**Cell area per tile**

(6 px per um) The die is cut into 7 by 7 equal tiles; black is low, pale yellow is high, 0 to 100% covered.
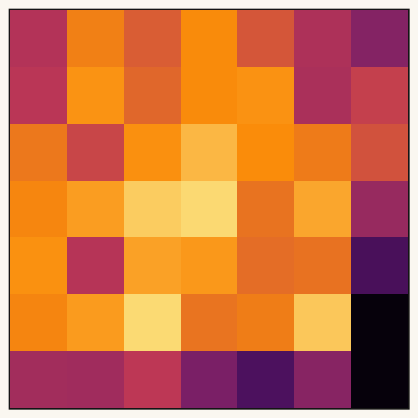
**The clock network**

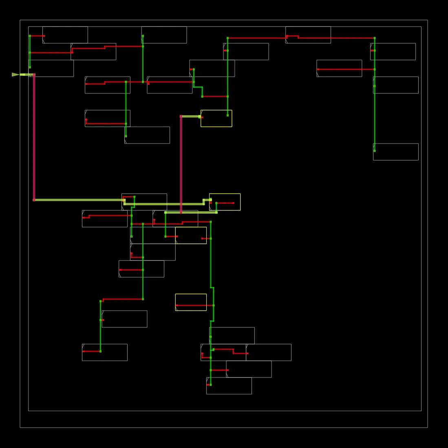
**Ports around the boundary**

(6 px per um) Pins as bars across the die edge, other pins in grey.
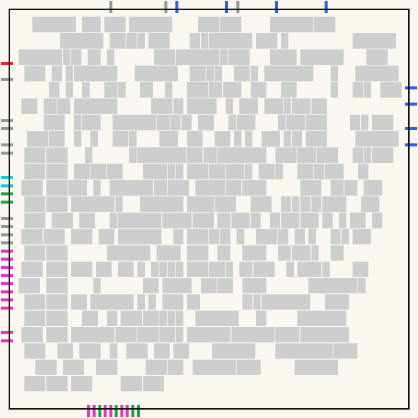
Design barrel_shift_arbiter, sky130hd; sources not shown.
==> results.toml <==
# yosys + openroad results
[drt]
drt-pass1-iter-count = 5
drt_iter0_markers = 256
final_antenna_net_count = 0
wire_per_inst_um = 17.2
via_per_inst = 6.34
drc = 0
routed-via-count = 2199
drt-total-wl_mm = 5.96

[finish]
comb_share_pct = 51.4
ff_count = 28
layout.cells.most_common = "clkdlybuf4s50_1"
bufAreaShareNonClock_pct = 23.2
largest_class = "logic gates"
seqCellArea_um2 = 561
lay_top_cells = "clkdlybuf4s50_1, nor2_1, mux2i_1, dfxtp_1, a211oi_1"
buffers = 73
design_area_um2 = 2730
nNetsFinal = 332
area_growth_pct = 27.0
comb_area_um2 = 1410
inv_count = 4
diodes = 0
logic_gate_count = 188
sh_seq_area_pct = 20.5
final_cell_count_no_fill = 347

[final_timing]
min_period_ps = 2480
slew_viol_final = 0
relSlewSlack_pct = 35.5
setup_slack_ps = 23.5
worstMarginPinSlew_ps = 964
finalCritPeriodShare_pct = 99.1
holdWs_ps = 251
fmax_ghz = 0.404
finalSetupViolCount = 0
finalHoldViolCount = 0

[synthesis]
synth_area_leader_cell = "dfxtp_1"
synth_area_um2 = 2150
ys_seq_share_pct = 26.0
edf_count = 0
ys_chip_area_um2 = 2150
floorplan.nets = 282
synthTopCellsByCount = "nor2_1, dfxtp_1, mux2i_1"
area_leaders = "dfxtp_1, mux2i_1, mux4_2, a211oi_1, nor2_1"
ys_cells = 248
yosys_most_used_dff = "dfxtp_1"
async_reset_ff_share_pct = 0

[placement]
routabilityCongestion = 0.981
dpl-instance-area_um2 = 2660
hpwl_mm = 4.32

[clock_network]
cts_tree = "yes"
post-cts-setup-buffers = 0
cts_resized = 14
clockBufferDepth = 2
cts.htree.levels = 1
cts-root-buf = "clkbuf_8"
cts_hold_buf = 0
cts.clk_slew.worst_paths_ps = 100
numClockSinks = 28

[setup_path]
required_ps = 2460
path_max_fanout = 10
crit_chain = "buf_6 > buf_12 > inv_2 > ha_1 > mux2i_1 > buf_4 > buf_4 > mux2i_1 > a221oi_1 > a211oi_2"
path_class = "register to register"
critPathLaunchType = "register"
r2r_cells = 10
cp-end-kind = "register"
crit_family = "buffers and inverters"
cp.depth = 10
critPathSlowestCell = "a221oi_1"
r2r_slack_ps = 20
critPathMaxStageDelay_ps = 410

[run]
warnings = 26
timing.max_cap.violations = 0

[outcome]
status = "finished clean"

[global_route]
grt_pass1_vias = 2017
grt_max_degree = 16
antenna_found_initial = 0
grt.total_usage_pct = 27.9

[pwr]
power.total_w = 0.00172
vdd_drop_max_uv = 306
leakagePower_nw = 1.07

[worst_hold_path]
hold_path.class = "register to register"

[floorplanning]
rows = 23
dieArea_um2 = 4400
-- 'cell area per tile' (at the start) --
The densest ninth of the die: centre. The mean over all tiles is 61%. 29% of the tiles are over 75% full. The fullest tile reaches 92%. The emptiest ninth of the die: south-east.
fp_density: 53.8%
post-layout util: 68.3%
Core ar.: 4000 um^2

-- 'the clock network' (at the start) --
clock buffer count: 4
clk latency late pin: 280 ps
cts bufs inserted: 3

-- 'ports around the boundary' (at the start) --
Cyan stands for req_op, pins 2, direction input, edge west. Magenta stands for req_in, pins 16, direction input, edge 10 west, 6 south. Green stands for req_sel, pins 6, direction input, edge 4 south, 2 west. Red stands for clk, pins 1, direction input, edge west. Blue stands for rsp_data, pins 8, direction output, edge 4 east, 4 north.
port buffer count: 44
Die Y: 66.4 um

==> metal layers <==
metal	global-route usage [%]	wire length (um)	part of all wire, %
met5	0	0	0
met4	11.2	171	2.9
met3	5.17	472	7.9
met2	43.8	2770	46
met1	37.5	2540	43
==> tightest hold or removal path, stage by stage, from the launching register on <==
cell and delay [ps]:
dfxtp_1 320, nand2_1 50, o21ai_1 50
==> cell families after synthesis <==
kind of cell	count (synthesis)	synth area share (%)
and+or+nand+nor	73	15.3
AOI/OAI and AO/OA	73	24.6
buffers and inverters	32	9.30
muxes	41	24.2
DFF	28	26.0
adders and majority gates	1	0.581
==> report_power, final <==
part / switching [W] / internal (W)
registers: 0.0000473 / 0.000498
clock network: 0.000143 / 0.000141
logic: 0.000528 / 0.000362
total: 0.000719 / 0.00100
